==> images/density.png <==
The die is cut into 10 by 10 equal tiles; white is low, dark blue is high, 0 to 100% covered.
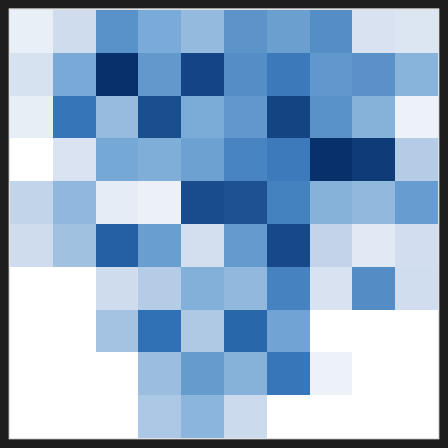
==> images/final_congestion.png <==
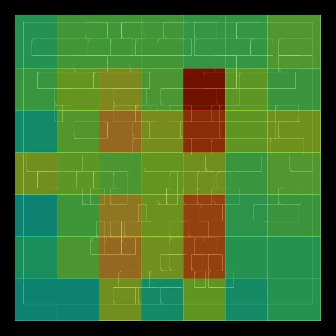
### src/rtl/sd_credit_tx.sv
// Purpose : credit-based transmit stage; turns a srdy/drdy upstream into a valid/credit downstream.
// Latency : 1 cycle from accepted c_data to p_vld/p_data.
// Backpressure: c_drdy drops while no credits remain; each p_credit pulse returns one slot.
//
// Ports:
//    clk         single clock, all state on its rising edge
//    reset_n     asynchronous active-low reset
//    c_srdy      upstream has a word on c_data
//    c_drdy      block accepts c_data this cycle (credit_cnt != 0)
//    c_data      upstream payload
//    p_vld       one-cycle pulse per word sent toward the receiver
//    p_data      registered payload, holds its value between pulses
//    p_credit    one-cycle pulse from the receiver freeing one slot
//    credit_cnt  receiver slots currently available to this sender
//    err_ovf     sticky flag: receiver returned a credit we never lent out
module sd_credit_tx #(
   parameter int width   = 8,
   parameter int credits = 4
) (
   input  logic                                clk,
   input  logic                                reset_n,
   input  logic                                c_srdy,
   output logic                                c_drdy,
   input  logic [width-1:0]                    c_data,
   output logic                                p_vld,
   output logic [width-1:0]                    p_data,
   input  logic                                p_credit,
   output logic [$clog2(credits+1)-1:0]        credit_cnt,
   output logic                                err_ovf
);

   localparam int cw = $clog2(credits+1);
   localparam logic [cw-1:0] max_cnt = cw'(credits);

   logic xfer;

   // c_drdy depends only on the registered counter, so p_credit can never
   // bypass into the same cycle: a returned credit is usable one cycle later.
   assign c_drdy = (credit_cnt != '0);
   assign xfer   = c_srdy & c_drdy;

   always_ff @(posedge clk or negedge reset_n) begin
      if (!reset_n) begin
         p_vld      <= 1'b0;
         p_data     <= '0;
         credit_cnt <= max_cnt;
         err_ovf    <= 1'b0;
      end else begin
         p_vld <= xfer;
         if (xfer) begin
            p_data <= c_data;
         end

         // A send and a return in the same cycle cancel out, even when the
         // counter is full, because the send has just consumed the slot the
         // return refills.
         unique case ({xfer, p_credit})
            2'b10: credit_cnt <= credit_cnt - 1'b1;
            2'b01: begin
               if (credit_cnt == max_cnt) begin
                  // Receiver handed back more than it was given: keep the
                  // counter pinned and latch the error until reset.
                  err_ovf <= 1'b1;
               end else begin
                  credit_cnt <= credit_cnt + 1'b1;
               end
            end
            default: credit_cnt <= credit_cnt;
         endcase
      end
   end

endmodule

### config.mk
export PLATFORM = sky130hd
export DESIGN_NAME = sd_credit_tx
export DESIGN_NICKNAME = d
export VERILOG_FILES = /design/src/rtl/sd_credit_tx.sv
export SDC_FILE = /design/constraint.sdc
export NUM_CORES = 1
export LEC_CHECK = 0
export ABC_CLOCK_PERIOD_IN_PS = 2900
export CAP_MARGIN = 20
export CORE_UTILIZATION = 30
export DETAILED_ROUTE_END_ITERATION = 8
export GPL_TIMING_DRIVEN = 0
export PLACE_DENSITY = 0.58
export SLEW_MARGIN = 20
export SYNTH_ARGS = -nofsm -noshare
export SYNTH_HDL_FRONTEND = slang
export SYNTH_SLANG_ARGS = --single-unit
### constraint.sdc
create_clock -name clk -period 2.9 [get_ports clk]
set_input_delay 0.435 -clock clk [delete_from_list [all_inputs] [get_ports clk]]
set_output_delay 0.435 -clock clk [all_outputs]
set_load 0.02 [all_outputs]
==> impl_metrics.json <==
{
  "preCtsSetupSlack_ns": 0.4698,
  "final_cell_area_excluding_filler_cells_um2": 1007,
  "irDropWorstVdd_uv": 437.0,
  "largest_registers": "p_data: 8 flops, credit_cnt: 3 flops",
  "gp_congestion": 0.7504,
  "synth_area_um2": 695.7,
  "cp_data_required_time_ns": 3.06,
  "vias": 521,
  "tritoncts": "done",
  "clkbuf_count": 4,
  "finalSetupViolCount": 0,
  "synthesis.instances": 56,
  "combinational_group_power_mw": 0.456,
  "final.fill_count": 216,
  "maxClockFrequency_ghz": 0.4409,
  "ys_sh_simple_pct": 16.19,
  "timing_worst_setup_path_type": "register to register",
  "timing.final.max_slew_violations": 0,
  "drt_pass1_iterations": 6,
  "placementRows": 17,
  "power.largest_group": "combinational cells",
  "max_capacitance_violation_count": 0,
  "max-clock-path-buffers": 2,
  "post_cts.resized_instances": 0,
  "grt_start_max_net_pins": 14,
  "compound_gate_fraction_of_synth_area_pct": 13.49,
  "synth_flops": 13,
  "ioPinCount": 26,
  "postPlaceCellArea_um2": 980.9,
  "synth.cells.most_frequent": "12 x sky130_fd_sc_hd__dfrtp_1, 8 x sky130_fd_sc_hd__mux2_4, 4 x sky130_fd_sc_hd__nand2b_1",
  "tritoncts.num_buffers": 3,
  "muxShareOfSynthArea_pct": 17.27,
  "clockRootBuffer": "sky130_fd_sc_hd__clkbuf_4",
  "final_hold_viol_count": 0,
  "reg2regPathDepth": 6,
  "area.share.combinational_pct": 34.41,
  "status": "finished, final reports clean",
  "layout_top_cell": "sky130_fd_sc_hd__clkdlybuf4s50_1",
  "total_leakage_power_nw": 0.4243,
  "cell_internal_pwr_mw": 0.5539,
  "slowest_delay_ns": 0.50,
  "clock_area_share_pct": 2.609,
  "io_buffer_count": 25,
  "area.sequential_um2": 326.6,
  "power_clock_mw": 0.109,
  "timing.critical_path.buf_inv": 0,
  "timing.slew.headroom_pct": 63.21,
  "flop_cell": "sky130_fd_sc_hd__dfrtp_1",
  "worst_setup_hold_path_clk_slew_ns": 0.08,
  "n_antenna_cell": 0,
  "power.density_cell_area_nw_per_um2": 875.1,
  "cts_post_setup_buffers_inserted": 0,
  "grt_setup_unrepaired": "no",
  "cts_hold_repair.buffers": 0,
  "sequentialPowerShare_pct": 35.9,
  "timing.hold.ws_ns": 0.4883,
  "die_width_um": 50.16,
  "fin_ws_ns": 0.6321,
  "count_of_instantiated_cells_in_the_yosys_netlist": 56,
  "synthDominantAreaCellType": "sky130_fd_sc_hd__dfrtp_1",
  "critical_path_depth": 6,
  "areaGrowthSynthToFinish_pct": 44.78,
  "final.setup_skew_ns": 0.001661,
  "grt_antenna_before_repair": 0,
  "synthAdderAreaFrac_pct": 2.878,
  "layout.nonclk_buf_share_pct": 26.34,
  "global_route_wire_length_before_repair_um": 2428,
  "critical_path_arrival_ns": 2.42,
  "worst_setup_path_end_kind": "register",
  "register_share_of_the_cell_area_pct": 32.42,
  "synth.cellmix.xorXnorShare_pct": 0,
  "start_kind": "register",
  "antenna_violating_nets_post_route": 0,
  "edf_count": 0
}
Notes on density.png above:
fullest tile: 100%
mean over tiles: 39%
nearly empty tiles: 20%
densest ninth of the die: top centre
final core utilization: 45.97%
core region area: 2191 µm²

Notes on final_congestion.png above:
met3 track demand over resource in global routing: 4.545%
busiest layer in global routing: met2
total routing usage reported by global routing: 13.11%
met1 usage: 17.18%
WL/cell: 12.56 µm

## layer usage
metal / global-route usage (%) / wire length, µm / vias to the layer above
met1: 17.18 / 707 / 256
met5: 0 / 0 / -
met3: 4.545 / 26 / 0
li1: - / - / 257
met2: 20.00 / 686 / 8
met4: 4.286 / 0 / 0
## path summary, 6_finish.rpt
path / from / slack, ns / end
worst max register to register: credit_cnt[0] / 0.63 / credit_cnt[1]
worst min register to register: err_ovf / 0.49 / err_ovf
worst max-delay path: credit_cnt[0] / 0.63 / credit_cnt[1]
worst min-delay path: err_ovf / 0.49 / err_ovf
max in group asynchronous: reset_n / 2.02 / credit_cnt[2]
min in group asynchronous: reset_n / 0.52 / p_data[1]
